### config.mk
export PLATFORM = sky130hd
export DESIGN_NAME = mandelbrot_coord_gen
export DESIGN_NICKNAME = d
export VERILOG_FILES = /design/src/rtl/mandelbrot_pkg.sv /design/src/rtl/mandelbrot_raster_cnt.sv /design/src/rtl/mandelbrot_coord_gen.sv
export SDC_FILE = /design/constraint.sdc
export NUM_CORES = 1
export LEC_CHECK = 0
export CAP_MARGIN = 25
export CORE_AREA = 10 10 185 187
export CTS_CLUSTER_DIAMETER = 80
export DETAILED_ROUTE_END_ITERATION = 16
export DIE_AREA = 0 0 195 197
export GPL_ROUTABILITY_DRIVEN = 0
export PLACE_DENSITY = 0.6
export SKIP_LAST_GASP = 1
export SLEW_MARGIN = 20
export SYNTH_ARGS = -nofsm -noshare
export SYNTH_HDL_FRONTEND = slang
export SYNTH_SLANG_ARGS = --single-unit
### constraint.sdc
create_clock -name clk -period 5.55 [get_ports clk]
set_input_delay 1.11 -clock clk [delete_from_list [all_inputs] [get_ports clk]]
set_output_delay 1.11 -clock clk [all_outputs]
set_load 0.005 [all_outputs]
### src/rtl/mandelbrot_pkg.sv
// Shared constants and types for the Mandelbrot coordinate generator.
package mandelbrot_pkg;

    localparam int unsigned WIDTH     = 32;
    localparam int unsigned FRAC_BITS = 22;
    localparam int unsigned ITER_W    = 8;

    localparam logic [WIDTH-1:0] FIX_ONE   = 32'h0040_0000;
    localparam logic [WIDTH-1:0] ESCAPE_SQ = 32'h0100_0000;

    typedef logic signed [WIDTH-1:0] fix_t;

    typedef enum logic {
        IDLE = 1'b0,
        RUN  = 1'b1
    } cg_state_t;

endpackage

### src/rtl/mandelbrot_raster_cnt.sv
// Raster x/y position counter: x wraps at end of line, y wraps at end of frame.
module mandelbrot_raster_cnt #(
    parameter int unsigned H_RES = 640,
    parameter int unsigned V_RES = 480,
    parameter int unsigned XW    = 10,
    parameter int unsigned YW    = 9
) (
    input  logic          clk,
    input  logic          rst,
    input  logic          clear,
    input  logic          advance,
    output logic [XW-1:0] x,
    output logic [YW-1:0] y,
    output logic          eol_c,
    output logic          eof_c
);

    localparam logic [XW-1:0] X_MAX = XW'(H_RES - 1);
    localparam logic [YW-1:0] Y_MAX = YW'(V_RES - 1);

    assign eol_c = (x == X_MAX);
    assign eof_c = eol_c & (y == Y_MAX);

    // Position register: clear wins over advance.
    always_ff @(posedge clk or posedge rst) begin
        if (rst) begin
            x <= '0;
            y <= '0;
        end else if (clear) begin
            x <= '0;
            y <= '0;
        end else if (advance) begin
            if (eol_c) begin
                x <= '0;
                y <= eof_c ? '0 : y + YW'(1);
            end else begin
                x <= x + XW'(1);
            end
        end
    end

endmodule

### src/rtl/mandelbrot_coord_gen.sv
// Raster coordinate source for the Mandelbrot iteration pipeline.
// Optional continuous (back-to-back frame) mode: MANDELBROT_CONT_EN.
module mandelbrot_coord_gen
    import mandelbrot_pkg::*;
#(
    parameter int unsigned WIDTH = 32,
    parameter int unsigned H_RES = 640,
    parameter int unsigned V_RES = 480,
    parameter int unsigned XW    = 10,
    parameter int unsigned YW    = 9
) (
    input  logic              clk,
    input  logic              rst,
    input  logic              start,
    input  logic [WIDTH-1:0]  origin_real,
    input  logic [WIDTH-1:0]  origin_imag,
    input  logic [WIDTH-1:0]  step,
    output logic              busy,
    output logic              done,
    output logic              out_valid,
    input  logic              out_ready,
    output logic [WIDTH-1:0]  c_real,
    output logic [WIDTH-1:0]  c_imag,
    output logic [WIDTH-1:0]  z_real,
    output logic [WIDTH-1:0]  z_imag,
    output logic [ITER_W-1:0] iters,
    output logic [XW-1:0]     pix_x,
    output logic [YW-1:0]     pix_y,
    output logic              last
);

    cg_state_t        state, state_nxt;
    logic             busy_nxt, done_nxt, valid_nxt;
    logic [WIDTH-1:0] c_real_nxt, c_imag_nxt;
    logic [WIDTH-1:0] cfg_or, cfg_oi, cfg_step;
    logic [WIDTH-1:0] cfg_or_nxt, cfg_oi_nxt, cfg_step_nxt;
    logic             cnt_clear, cnt_advance;
    logic             eol_c, eof_c;
    logic             accept;
`ifdef MANDELBROT_CONT_EN
    logic [WIDTH-1:0] sh_or, sh_oi, sh_step;
    logic [WIDTH-1:0] sh_or_nxt, sh_oi_nxt, sh_step_nxt;
    logic             pend, pend_nxt;
`endif

    assign z_real = '0;
    assign z_imag = '0;
    assign iters  = '0;
    assign accept = out_valid & out_ready;
    assign last   = eof_c & out_valid;

    mandelbrot_raster_cnt #(
        .H_RES (H_RES),
        .V_RES (V_RES),
        .XW    (XW),
        .YW    (YW)
    ) u_cnt (
        .clk     (clk),
        .rst     (rst),
        .clear   (cnt_clear),
        .advance (cnt_advance),
        .x       (pix_x),
        .y       (pix_y),
        .eol_c   (eol_c),
        .eof_c   (eof_c)
    );

    // Next-state and datapath update: c_real restarts from the latched origin each line.
    always_comb begin
        state_nxt    = state;
        busy_nxt     = busy;
        done_nxt     = 1'b0;
        valid_nxt    = out_valid;
        c_real_nxt   = c_real;
        c_imag_nxt   = c_imag;
        cfg_or_nxt   = cfg_or;
        cfg_oi_nxt   = cfg_oi;
        cfg_step_nxt = cfg_step;
        cnt_clear    = 1'b0;
        cnt_advance  = 1'b0;
`ifdef MANDELBROT_CONT_EN
        sh_or_nxt    = sh_or;
        sh_oi_nxt    = sh_oi;
        sh_step_nxt  = sh_step;
        pend_nxt     = pend;
`endif
        case (state)
            IDLE: begin
                if (start) begin
                    cfg_or_nxt   = origin_real;
                    cfg_oi_nxt   = origin_imag;
                    cfg_step_nxt = step;
                    c_real_nxt   = origin_real;
                    c_imag_nxt   = origin_imag;
                    cnt_clear    = 1'b1;
                    state_nxt    = RUN;
                    busy_nxt     = 1'b1;
                    valid_nxt    = 1'b1;
                end
            end
            RUN: begin
`ifdef MANDELBROT_CONT_EN
                if (start) begin
                    sh_or_nxt   = origin_real;
                    sh_oi_nxt   = origin_imag;
                    sh_step_nxt = step;
                    pend_nxt    = 1'b1;
                end
`endif
                if (accept) begin
                    cnt_advance = 1'b1;
                    if (!eol_c) begin
                        c_real_nxt = c_real + cfg_step;
                    end else if (!eof_c) begin
                        c_real_nxt = cfg_or;
                        c_imag_nxt = c_imag - cfg_step;
                    end else begin
                        done_nxt = 1'b1;
`ifdef MANDELBROT_CONT_EN
                        // Roll straight into the next frame, adopting any pending config.
                        if (pend) begin
                            cfg_or_nxt   = sh_or;
                            cfg_oi_nxt   = sh_oi;
                            cfg_step_nxt = sh_step;
                            c_real_nxt   = sh_or;
                            c_imag_nxt   = sh_oi;
                            pend_nxt     = start;
                        end else begin
                            c_real_nxt = cfg_or;
                            c_imag_nxt = cfg_oi;
                        end
`else
                        state_nxt = IDLE;
                        busy_nxt  = 1'b0;
                        valid_nxt = 1'b0;
`endif
                    end
                end
            end
            default: state_nxt = IDLE;
        endcase
    end

    // State, output and configuration registers.
    always_ff @(posedge clk or posedge rst) begin
        if (rst) begin
            state     <= IDLE;
            busy      <= 1'b0;
            done      <= 1'b0;
            out_valid <= 1'b0;
            c_real    <= '0;
            c_imag    <= '0;
            cfg_or    <= '0;
            cfg_oi    <= '0;
            cfg_step  <= '0;
`ifdef MANDELBROT_CONT_EN
            sh_or     <= '0;
            sh_oi     <= '0;
            sh_step   <= '0;
            pend      <= 1'b0;
`endif
        end else begin
            state     <= state_nxt;
            busy      <= busy_nxt;
            done      <= done_nxt;
            out_valid <= valid_nxt;
            c_real    <= c_real_nxt;
            c_imag    <= c_imag_nxt;
            cfg_or    <= cfg_or_nxt;
            cfg_oi    <= cfg_oi_nxt;
            cfg_step  <= cfg_step_nxt;
`ifdef MANDELBROT_CONT_EN
            sh_or     <= sh_or_nxt;
            sh_oi     <= sh_oi_nxt;
            sh_step   <= sh_step_nxt;
            pend      <= pend_nxt;
`endif
        end
    end

endmodule
==> Changelog: implementation <==
### Implementation results

* Min cycle time layout at 3.67 ns
* WHS Path Cells at 1
* Min-delay src: cfg_or[16]
* Via/cell ratio at slightly above 5
* Post-synthesis mux area share at 0.0564
* Biggest consumer: combinational cells
* I/O pins at 259
* Vias in the first global route at approximately 9300
* N_diodes at 0
* FF-to-FF Start: cfg_step[0]
* Die footprint at approximately 38000 sq um
* Worst Clk Skew at ~0.016 ns
* Net switching power at a little over 0.002 W
* Dpl cell area at 12500 sq um
* Top cells, area: dfrtp_1 (36%), ha_1 (7.6%), o21ai_0 (6.6%), nand2_1 (5.8%), buf_4 (5.3%)
* Clock share of power at 0.222
* First-pass GRT wire length at 53000 microns
* Crit path kind: reg -> out
* Async SR Flop Fraction at 1.00
* H-tree level count at 4
* Comb. cell area at 6090 sq um
* Hold Path End: cfg_or[16]
* CTS tree: done
* Critical Path Start: u_cnt.x[1]
* Worst Setup Slack, final at 1.88 ns
* Seq share, synth at 0.356
* RR Endpoint: c_imag[28]
* Area leader share at 0.356
* Pin count of the biggest net entering global routing at 96
* Min Hold Slack at just over 0.5 ns
* Fillcell total at 3032
* Mapped Cells at 1235
* Post-Syn Area at roughly 11000 sq um
* HPWL after DPL at 26400 microns
* Hold buffers post-CTS at 0
* WP data required at roughly 4.4 ns
* Initial antenna violation count at 0
* Sw Ratio at 0.386
* Total negative slack at 0 ns
* Critical Path Sink: last
* Registers at 150
* Critical Path End Type: primary output
* ClkCell Share at 0.0447
* RSZ-0062 raised after global routing: no
* Wire length per cell at about 19 microns
* NumNets Final at between 1500 and 2000
* Post-CTS Setup Inserts at 0
* Non-Filler Instances at 1804
* Post-synth top flop: dfrtp_1
* Yosys chip area at 10500 sq um
* Comb power frac at 0.484
* Iteration-0 DRC count of the detailed router at around 520
* Ratio of cells with drive above 1 in the final layout at 0.0689
* Final Max Slew Viols at 0
* Final count of hold timing violations at 0
* Tool warnings at 26
* Comb area share at 0.465
* Worst Tran Pin Value at around 0.89 ns
* Number of port buffers at between 150 and 200
* Synth cell count leaders: nand2_1 (162), dfrtp_1 (150), o21ai_0 (139)
* Hold crit path type: reg -> reg
* Area grow syn2layout at 24.2%
* Status: complete, no violations
* CP peak stage delay at 0.50 ns
* Placed insts at ~1800
* Slowest cell on crit path: clkdlybuf4s50_1
* Dpl ws at between 1.5 and 2 ns
* Signal buf overhead at 0.150
* Max_cap viols at 0
* Post-cts resize count at 0
* EDFF count, synth at 0
* Well Taps at about 400
* WP buf/inv at 1
* Number of remaining DRC errors at 0
* Buffers excl. clock at roughly 200
* Synth Area in Simple Gates at 0.155
* Dominant kind of combinational cell: AND-OR/OR-AND gates
* Clk buf depth at 2
* Fmax at about 270 MHz
==> layout by cell type, fill, tap and decap left out, types with 30 or more instances in the layout <==
cell	n
a21o_1	30
a21oi_1	92
clkdlybuf4s50_1	186
conb_1	72
dfrtp_1	149
ha_1	64
inv_1	50
mux2_2	35
nand2_1	162
nand3_1	35
nor2_1	66
o21ai_0	139
xnor2_1	31
==> flip-flops by register name (all words and copies together) (netlist names) <==
register	flops
c_imag	32
c_real	32
cfg_or	32
cfg_step	32
u_cnt.x	10
u_cnt.y	9
done	1
out_valid	1
state	1
==> routing by layer <==
metal	GRT usage	vias up	share of wire
met2	0.272	252	0.46
met1	0.226	4349	0.46
met4	0.0526	0	0.021
li1	-	4594	-
met3	0.0429	46	0.058
met5	0	-	0
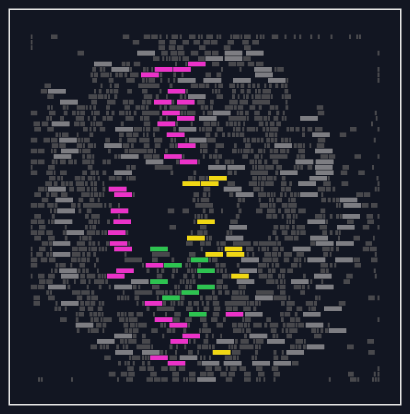
Fig. 1. Sequential cells grouped by signal name.
Scale: 2 px per micron. Other sequential cells in the stronger gray, the rest of the logic in the fainter gray.
yellow -> u_cnt.x  # sequential cells 10, where center
green -> u_cnt.y  # sequential cells 9
magenta -> cfg_step  # sequential cells 32, where a vertical strip down the middle
not colored = 99
Reg area: 3750 sq um
Seq area share: 0.287
Core Util, Final: 0.430
Flop+latch power: 0.00155 W

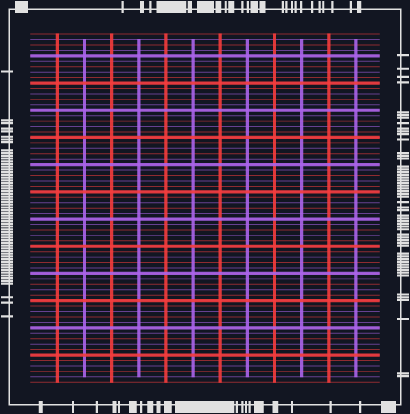
Fig. 2. Supply network.
Scale: 2 px per micron. Pins as bars on the die edge.
red -> VSS
purple -> VDD
rows = 64
met4 straps = 12
signal pins = 259
met5 straps = 12
met1 rails = 65
VDD IR max: 0.202 mV
overall die height: 197 microns
die width: 195 microns
area of the core: 30400 sq um

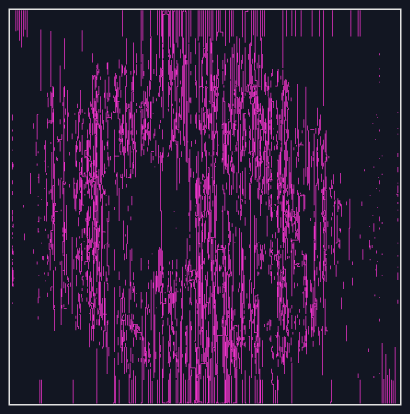
Fig. 3. The metal 2 layer.
Scale: 2 px per micron.
nets with wire on the layer = 1289
wire length on this layer = 15400 microns
via count: 9241
WL final: 33700 microns
GRT met2 Usage: 0.272

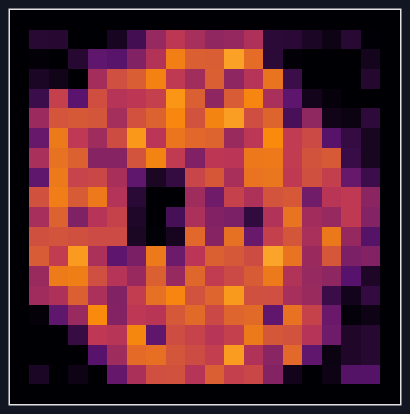
Fig. 4. Cell density map.
Scale: 2 px per micron. The die is cut into 20 by 20 equal tiles; black is low, pale yellow is high, 0 to 100% covered.
fullest tile = 80%
emptiest ninth of the die = north-east
tiles over 75% full = 2.0%
nearly empty tiles = 27%
mean over tiles = 33%
Initial Util: 0.346

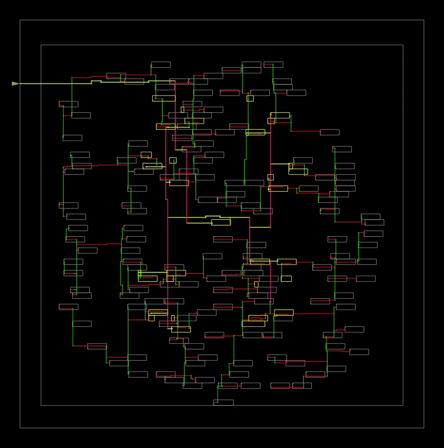
Fig. 5. Clock nets.
cts bufs inserted: 17
Clock Sinks: 150
Power Clock: 0.00117 W
clk_buf instances: 22

No activity file was given, so power comes from the tool's default toggle rates.
